<file path="src/rtl/ps2_pkg.sv">
// ps2_pkg: shared definitions for the PS/2 host transmitter and receiver.
//   - ps2_state_e : host-to-device transmit FSM states
//   - frame constants : edge count of a host-to-device frame, ACK edge index
//   - default timing constants for 100 MHz clk
//   - odd_parity() : PS/2 parity bit for a data byte
package ps2_pkg;

  typedef enum logic [2:0] {
    ST_IDLE,
    ST_INHIBIT,
    ST_REQ,
    ST_SHIFT,
    ST_ACK,
    ST_WAIT_IDLE
  } ps2_state_e;

  localparam int unsigned TMR_W = 21;
  localparam int unsigned IDX_W = 4;

  // Falling edges of a host-to-device frame: 8 data, parity, stop, ACK.
  localparam int unsigned     FRAME_EDGES = 11;
  localparam logic [IDX_W-1:0] EDGE_LAST_DATA = 4'd8;
  localparam logic [IDX_W-1:0] EDGE_PARITY    = 4'd9;
  localparam logic [IDX_W-1:0] EDGE_STOP      = 4'd10;
  localparam logic [IDX_W-1:0] EDGE_ACK       = 4'(FRAME_EDGES);

  // The line filter updates on the 4th consecutive differing sample.
  localparam logic [1:0] FILT_LAST = 2'd3;

  localparam int unsigned DEF_INHIBIT_CYCLES     = 12000;
  localparam int unsigned DEF_REQ_CYCLES         = 200;
  localparam int unsigned DEF_FIRST_EDGE_TIMEOUT = 1500000;
  localparam int unsigned DEF_BIT_TIMEOUT        = 200000;

  function automatic logic odd_parity(input logic [7:0] b);
    return ~^b;
  endfunction

endpackage

</file>
<file path="src/rtl/ps2_host_tx_if.sv">
// ps2_host_tx_if: byte-level handshake between a command source and the
// PS/2 host transmitter.
//   tx_valid/tx_data : request and command byte (source -> transmitter)
//   tx_ready         : transmitter idle, accepts on tx_valid && tx_ready
//   busy             : transfer in progress
//   tx_done / tx_err : one-cycle completion / failure pulses
interface ps2_host_tx_if;
  logic       tx_valid;
  logic [7:0] tx_data;
  logic       tx_ready;
  logic       busy;
  logic       tx_done;
  logic       tx_err;

  modport master (output tx_valid, tx_data, input tx_ready, busy, tx_done, tx_err);
  modport slave  (input tx_valid, tx_data, output tx_ready, busy, tx_done, tx_err);
endinterface

</file>
<file path="src/rtl/ps2_line_sync.sv">
// ps2_line_sync: conditions one raw PS/2 pad level.
//   clk, rst : system clock, synchronous active-high reset
//   pad_in   : raw pad level (asynchronous)
//   level    : filtered level, changes after 4 consecutive equal samples
//   fall     : one-cycle pulse when the filtered level goes 1 -> 0
module ps2_line_sync
  import ps2_pkg::*;
(
  input  logic clk,
  input  logic rst,
  input  logic pad_in,
  output logic level,
  output logic fall
);

  logic [1:0] sync_q, sync_d;
  logic [1:0] cnt_q, cnt_d;
  logic       filt_q, filt_d;
  logic       fall_q, fall_d;

  always_comb begin
    sync_d = {sync_q[0], pad_in};
    cnt_d  = cnt_q;
    filt_d = filt_q;
    // cnt_q counts consecutive samples that disagree with the filtered level.
    if (sync_q[1] == filt_q) begin
      cnt_d = 2'd0;
    end else if (cnt_q == FILT_LAST) begin
      filt_d = sync_q[1];
      cnt_d  = 2'd0;
    end else begin
      cnt_d = cnt_q + 2'd1;
    end
    fall_d = filt_q & ~filt_d;
  end

  always_ff @(posedge clk) begin
    if (rst) begin
      sync_q <= 2'b11;
      cnt_q  <= 2'd0;
      filt_q <= 1'b1;
      fall_q <= 1'b0;
    end else begin
      sync_q <= sync_d;
      cnt_q  <= cnt_d;
      filt_q <= filt_d;
      fall_q <= fall_d;
    end
  end

  assign level = filt_q;
  assign fall  = fall_q;

endmodule

</file>
<file path="src/rtl/ps2_host_tx.sv">
// ps2_host_tx: PS/2 host-to-device command transmitter.
//   clk, rst         : 100 MHz system clock, synchronous active-high reset
//   tx_if (slave)    : tx_valid/tx_data in; tx_ready, busy, tx_done, tx_err out
//   ps2c_in/ps2d_in  : raw PS2C/PS2D pad levels
//   ps2c_oe/ps2d_oe  : 1 = pull the line low, 0 = release to the pull-up
//
// state        | meaning
// ST_IDLE      | lines released, waiting for tx_valid
// ST_INHIBIT   | clock held low, data released
// ST_REQ       | clock and data low (start bit / request-to-send)
// ST_SHIFT     | clock released, next bit driven on each device falling edge
// ST_ACK       | waiting for edge 11 to sample the device ACK
// ST_WAIT_IDLE | waiting for both lines to return high
module ps2_host_tx
  import ps2_pkg::*;
#(
  parameter int unsigned INHIBIT_CYCLES     = DEF_INHIBIT_CYCLES,
  parameter int unsigned REQ_CYCLES         = DEF_REQ_CYCLES,
  parameter int unsigned FIRST_EDGE_TIMEOUT = DEF_FIRST_EDGE_TIMEOUT,
  parameter int unsigned BIT_TIMEOUT        = DEF_BIT_TIMEOUT
) (
  input  logic          clk,
  input  logic          rst,
  ps2_host_tx_if.slave  tx_if,
  input  logic          ps2c_in,
  input  logic          ps2d_in,
  output logic          ps2c_oe,
  output logic          ps2d_oe
);

  // The timer counts down to zero, so each phase loads its length minus one.
  localparam logic [TMR_W-1:0] INH_LOAD   = TMR_W'(INHIBIT_CYCLES - 1);
  localparam logic [TMR_W-1:0] REQ_LOAD   = TMR_W'(REQ_CYCLES - 1);
  localparam logic [TMR_W-1:0] FIRST_LOAD = TMR_W'(FIRST_EDGE_TIMEOUT - 1);
  localparam logic [TMR_W-1:0] BIT_LOAD   = TMR_W'(BIT_TIMEOUT - 1);

  logic c_level, c_fall, d_level;
  // The transmitter never needs data-line edges, only its level.
  logic d_fall_unused;

  ps2_line_sync u_sync_c (.clk(clk), .rst(rst), .pad_in(ps2c_in), .level(c_level), .fall(c_fall));
  ps2_line_sync u_sync_d (.clk(clk), .rst(rst), .pad_in(ps2d_in), .level(d_level), .fall(d_fall_unused));

  ps2_state_e       state_q, state_d;
  logic [TMR_W-1:0] tmr_q, tmr_d;
  logic [IDX_W-1:0] idx_q, idx_d, idx_nxt;
  logic [7:0]       data_q, data_d;
  logic             par_q, par_d;
  logic             c_oe_q, c_oe_d;
  logic             d_oe_q, d_oe_d;
  logic             ready_q, ready_d;
  logic             busy_q, busy_d;
  logic             done_q, done_d;
  logic             err_q, err_d;
  logic             abort;

  always_comb begin
    state_d = state_q;
    tmr_d   = tmr_q;
    idx_d   = idx_q;
    data_d  = data_q;
    par_d   = par_q;
    c_oe_d  = c_oe_q;
    d_oe_d  = d_oe_q;
    done_d  = 1'b0;
    err_d   = 1'b0;
    abort   = 1'b0;
    idx_nxt = idx_q + 4'd1;

    case (state_q)
      ST_IDLE: begin
        if (tx_if.tx_valid) begin
          data_d  = tx_if.tx_data;
          par_d   = odd_parity(tx_if.tx_data);
          tmr_d   = INH_LOAD;
          idx_d   = '0;
          c_oe_d  = 1'b1;
          d_oe_d  = 1'b0;
          state_d = ST_INHIBIT;
        end
      end
      ST_INHIBIT: begin
        if (tmr_q == '0) begin
          tmr_d   = REQ_LOAD;
          d_oe_d  = 1'b1;
          state_d = ST_REQ;
        end else begin
          tmr_d = tmr_q - 1'b1;
        end
      end
      ST_REQ: begin
        // Releasing the clock with data still low hands the clock to the device.
        if (tmr_q == '0) begin
          tmr_d   = FIRST_LOAD;
          c_oe_d  = 1'b0;
          state_d = ST_SHIFT;
        end else begin
          tmr_d = tmr_q - 1'b1;
        end
      end
      ST_SHIFT: begin
        if (c_fall) begin
          idx_d = idx_nxt;
          tmr_d = BIT_LOAD;
          if (idx_nxt <= EDGE_LAST_DATA) begin
            d_oe_d = ~data_q[idx_q[2:0]];
          end else if (idx_nxt == EDGE_PARITY) begin
            d_oe_d = ~par_q;
          end else begin
            d_oe_d  = 1'b0;
            state_d = ST_ACK;
          end
        end else if (tmr_q == '0) begin
          abort = 1'b1;
        end else begin
          tmr_d = tmr_q - 1'b1;
        end
      end
      ST_ACK: begin
        if (c_fall) begin
          idx_d = idx_nxt;
          if (!d_level) begin
            tmr_d   = BIT_LOAD;
            state_d = ST_WAIT_IDLE;
          end else begin
            err_d   = 1'b1;
            state_d = ST_IDLE;
          end
        end else if (tmr_q == '0) begin
          abort = 1'b1;
        end else begin
          tmr_d = tmr_q - 1'b1;
        end
      end
      ST_WAIT_IDLE: begin
        if (c_level && d_level) begin
          done_d  = 1'b1;
          state_d = ST_IDLE;
        end else if (tmr_q == '0) begin
          abort = 1'b1;
        end else begin
          tmr_d = tmr_q - 1'b1;
        end
      end
      default: begin
        abort = 1'b1;
      end
    endcase

    if (abort) begin
      err_d   = 1'b1;
      c_oe_d  = 1'b0;
      d_oe_d  = 1'b0;
      state_d = ST_IDLE;
    end

    ready_d = (state_d == ST_IDLE);
    busy_d  = ~ready_d;
  end

  always_ff @(posedge clk) begin
    if (rst) begin
      state_q <= ST_IDLE;
      tmr_q   <= '0;
      idx_q   <= '0;
      data_q  <= '0;
      par_q   <= 1'b0;
      c_oe_q  <= 1'b0;
      d_oe_q  <= 1'b0;
      ready_q <= 1'b1;
      busy_q  <= 1'b0;
      done_q  <= 1'b0;
      err_q   <= 1'b0;
    end else begin
      state_q <= state_d;
      tmr_q   <= tmr_d;
      idx_q   <= idx_d;
      data_q  <= data_d;
      par_q   <= par_d;
      c_oe_q  <= c_oe_d;
      d_oe_q  <= d_oe_d;
      ready_q <= ready_d;
      busy_q  <= busy_d;
      done_q  <= done_d;
      err_q   <= err_d;
    end
  end

  assign ps2c_oe        = c_oe_q;
  assign ps2d_oe        = d_oe_q;
  assign tx_if.tx_ready = ready_q;
  assign tx_if.busy     = busy_q;
  assign tx_if.tx_done  = done_q;
  assign tx_if.tx_err   = err_q;

endmodule
</file>
<file path="src/flat_wrapper.sv">
// flat-port wrapper written by rule: the top's interface ports become plain ports
module ps2_host_tx_flat import ps2_pkg::*;
#(
  parameter int unsigned INHIBIT_CYCLES     = DEF_INHIBIT_CYCLES,
  parameter int unsigned REQ_CYCLES         = DEF_REQ_CYCLES,
  parameter int unsigned FIRST_EDGE_TIMEOUT = DEF_FIRST_EDGE_TIMEOUT,
  parameter int unsigned BIT_TIMEOUT        = DEF_BIT_TIMEOUT
)
  (clk, rst, ps2c_in, ps2d_in, ps2c_oe, ps2d_oe, tx_if_tx_valid, tx_if_tx_data, tx_if_tx_ready, tx_if_busy, tx_if_tx_done, tx_if_tx_err);
  ps2_host_tx_if tx_if_i ();
  input  logic clk;
  input  logic rst;
  input  logic ps2c_in;
  input  logic ps2d_in;
  output logic ps2c_oe;
  output logic ps2d_oe;
  input wire logic [$bits(tx_if_i.tx_valid)-1:0] tx_if_tx_valid;
  input wire logic [$bits(tx_if_i.tx_data)-1:0] tx_if_tx_data;
  output wire logic [$bits(tx_if_i.tx_ready)-1:0] tx_if_tx_ready;
  output wire logic [$bits(tx_if_i.busy)-1:0] tx_if_busy;
  output wire logic [$bits(tx_if_i.tx_done)-1:0] tx_if_tx_done;
  output wire logic [$bits(tx_if_i.tx_err)-1:0] tx_if_tx_err;
  assign tx_if_i.tx_valid = tx_if_tx_valid;
  assign tx_if_i.tx_data = tx_if_tx_data;
  assign tx_if_tx_ready = tx_if_i.tx_ready;
  assign tx_if_busy = tx_if_i.busy;
  assign tx_if_tx_done = tx_if_i.tx_done;
  assign tx_if_tx_err = tx_if_i.tx_err;
  ps2_host_tx #(.INHIBIT_CYCLES(INHIBIT_CYCLES), .REQ_CYCLES(REQ_CYCLES), .FIRST_EDGE_TIMEOUT(FIRST_EDGE_TIMEOUT), .BIT_TIMEOUT(BIT_TIMEOUT)) u_core (.clk(clk), .rst(rst), .tx_if(tx_if_i), .ps2c_in(ps2c_in), .ps2d_in(ps2d_in), .ps2c_oe(ps2c_oe), .ps2d_oe(ps2d_oe));
endmodule
</file>
<file path="config.mk">
export PLATFORM = sky130hd
export DESIGN_NAME = ps2_host_tx_flat
export DESIGN_NICKNAME = d
export VERILOG_FILES = /design/src/rtl/ps2_pkg.sv /design/src/rtl/ps2_host_tx_if.sv /design/src/rtl/ps2_line_sync.sv /design/src/rtl/ps2_host_tx.sv /design/src/flat_wrapper.sv
export SDC_FILE = /design/constraint.sdc
export NUM_CORES = 1
export LEC_CHECK = 0
export CORE_MARGIN = 2
export CORE_UTILIZATION = 24
export CTS_CLUSTER_SIZE = 12
export DETAILED_ROUTE_END_ITERATION = 16
export GPL_ROUTABILITY_DRIVEN = 0
export PLACE_DENSITY_LB_ADDON = 0.12
export SLEW_MARGIN = 0
export SYNTH_ARGS = -nofsm -noshare
export SYNTH_HDL_FRONTEND = slang
export SYNTH_SLANG_ARGS = --single-unit
export TNS_END_PERCENT = 100
</file>
<file path="constraint.sdc">
create_clock -name clk -period 2.7 [get_ports clk]
set_input_delay 0.54 -clock clk [delete_from_list [all_inputs] [get_ports clk]]
set_output_delay 0.54 -clock clk [all_outputs]
set_load 0.005 [all_outputs]
</file>
Figure 1. Metal 2.
(2 px per µm) Cells faint in the background.
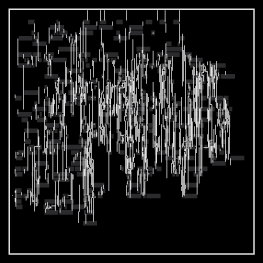
nets with wire on the layer	379
share of all routed wire	45%
main direction	vertical
wire length on this layer	4670 µm

Figure 2. Track usage over the die.
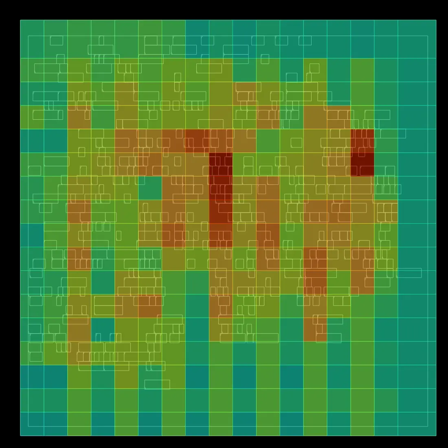
fraction of met2 tracks used by global routing: 22.2%
busiest grt layer: met2

Figure 3. Gate families picked out.
(4 px per µm)
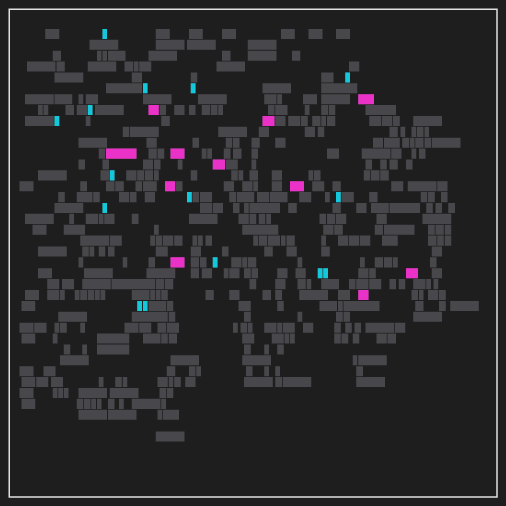
color	family	cells	most used
cyan	inv cells	15	inv_1
magenta	non-inverting ao/oa cells	11	a21o_1

Figure 4. Cells by drive strength.
(4 px per µm)
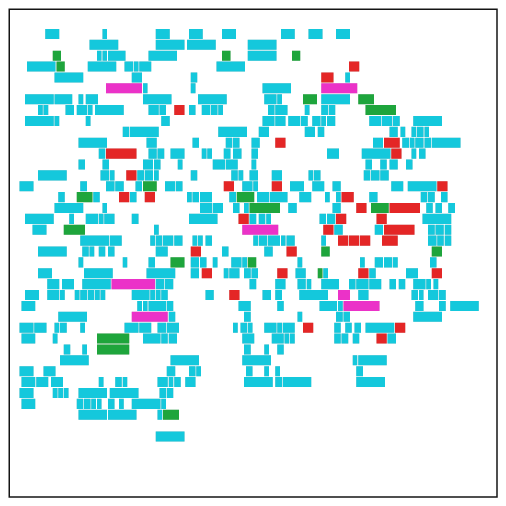
color	size	cells
magenta	x6 and larger	7
red	x3 and x4	35
green	x2	21
cyan	x1 and smaller	392

==> COMMIT_EDITMSG <==
Refresh implementation metrics

- The run finished with clean final reports.
- Number of buffers on the longest clock path: 2
- Starting utilization of the core area: 24.9%
- At the end of the flow, the number of nets in the layout was 475.
* Seq/total area: 27.2%
- The synthesis report names the predominant flop master as sky130_fd_sc_hd__dfxtp_1.
- Antenna violations before repair: 0
* Comb gates: 332
* Critical path fanouts, max: 8
- Hold is met by 0.411 ns.
- Combinational power: 472 µW
- Buffers and inverters on the worst path: 0
- Across every metal layer, demand over resource in global routing totals 14.5%.
- Number of sequential cells: 54
- Top sig layer: met4
- Multiplexer area fraction after synthesis: 2.34%
* CORE AREA: 0.0133 mm²
- Largest logic family: simple AND/OR/NAND/NOR gates
- The die is 122 µm wide.
* Global route overflow: 0
* Fraction of synthesized cell area taken by the top area cell type: 32.6%
- The main area contributors are sky130_fd_sc_hd__dfxtp_1, sky130_fd_sc_hd__a21oi_1, sky130_fd_sc_hd__nand2_1.
- Met2 routed wirelength: 4.67 mm
- Internal power: 1.48 mW
* Clock share of power: 36.6%
- The launch point of the critical path was reported as u_core.tmr_q[13]$_SDFFE_PP0P_.
- Tap insertion was completed with 176 tapcells.
- The number of global-route vias before repair was 3143.
- Power share of the combinational group: 22.2%
- Counting only logic cells after layout, the most numerous master is sky130_fd_sc_hd__dfxtp_1.
- Global routing consumed, on the met3 layer, 3.70% of the routing resources.
- After clock tree synthesis, the repair step resized 0 gates.
* Number of cells in Yosys stat: 429
- R2R Path End: u_core.ps2d_oe$_SDFFE_PP0P_
* Mapped Nets: 450
- The group that draws the most power in this run is registers.
- Drt via density: 5.09
* Placed cell areas: 0.00379 mm²
* Register area: 0.00108 mm²
* Buffer cell driving the clock tree root: sky130_fd_sc_hd__clkbuf_16
- Compound-Gate Fraction of Synth Area: 23.1%
- Worst-case reg-to-reg path depth: 6
- Mean instance size in the synthesized netlist: 7.73 µm²
- Crit-path leading delay family: simple AND/OR/NAND/NOR gates
- The CTS log lists the clock sinks for this run as 54.
* Comb area: 0.00206 mm²
- The finished layout holds 631 standard cells, fillers aside.
- Setup repair bufs after CTS: 0
* DRC Markers: 0
* Clk_lat worst skew: 0.31 ns
- Setup_tns: 0 ns
- Worst stage delay on the critical path: 0.59 ns
* Register bank with the most flops: u_core.tmr_q
- Deepest level of the CTS H-tree: 2
* Worst setup timing slack at the placement stage: 0.0458 ns
- Start-to-end type of the worst setup path: register to register
- Maximum clock frequency: 0.397 GHz
- Flops after synth: 54
- By instance count, the leading cell after synthesis is sky130_fd_sc_hd__dfxtp_1.
- Overall power consumption: 2.13 mW
- The setup check on the worst reg-to-reg path leaves a slack of 0.18 ns.
- Hold analysis lists the worst path endpoint as u_core.u_sync_c.sync_q[1]$_SDFF_PP1_.
- Hold depth: 1
- Wire segments on met3 add up to 425 µm in the final route.
- Placed wire-length estimate: 7.69 mm
- Commonest cells post-synth: sky130_fd_sc_hd__dfxtp_1, sky130_fd_sc_hd__nand2_1, sky130_fd_sc_hd__a21oi_1, sky130_fd_sc_hd__nor2_1, sky130_fd_sc_hd__o21ai_0
* Total leakage power: 1.45 nW
* Wire length of the first global-routing pass: 16.5 mm
- After clock tree synthesis, the flow added hold-fix buffers numbering 0.
- Kind of start point of the critical path: register
- TritonCTS built the clock tree.
- Crit-path slowest cell: sky130_fd_sc_hd__or4_4
- Count of unique library cells instantiated by Yosys: 67
- In this run the full chip footprint comes out at 0.0148 mm².
* Clock slew at reported path FFs: 0.08 ns
- Looking at the max-slew report, the worst-margin pin has a slew of 0.602 ns.
Power figures rest on the tool's default switching activity, not on a simulated workload.
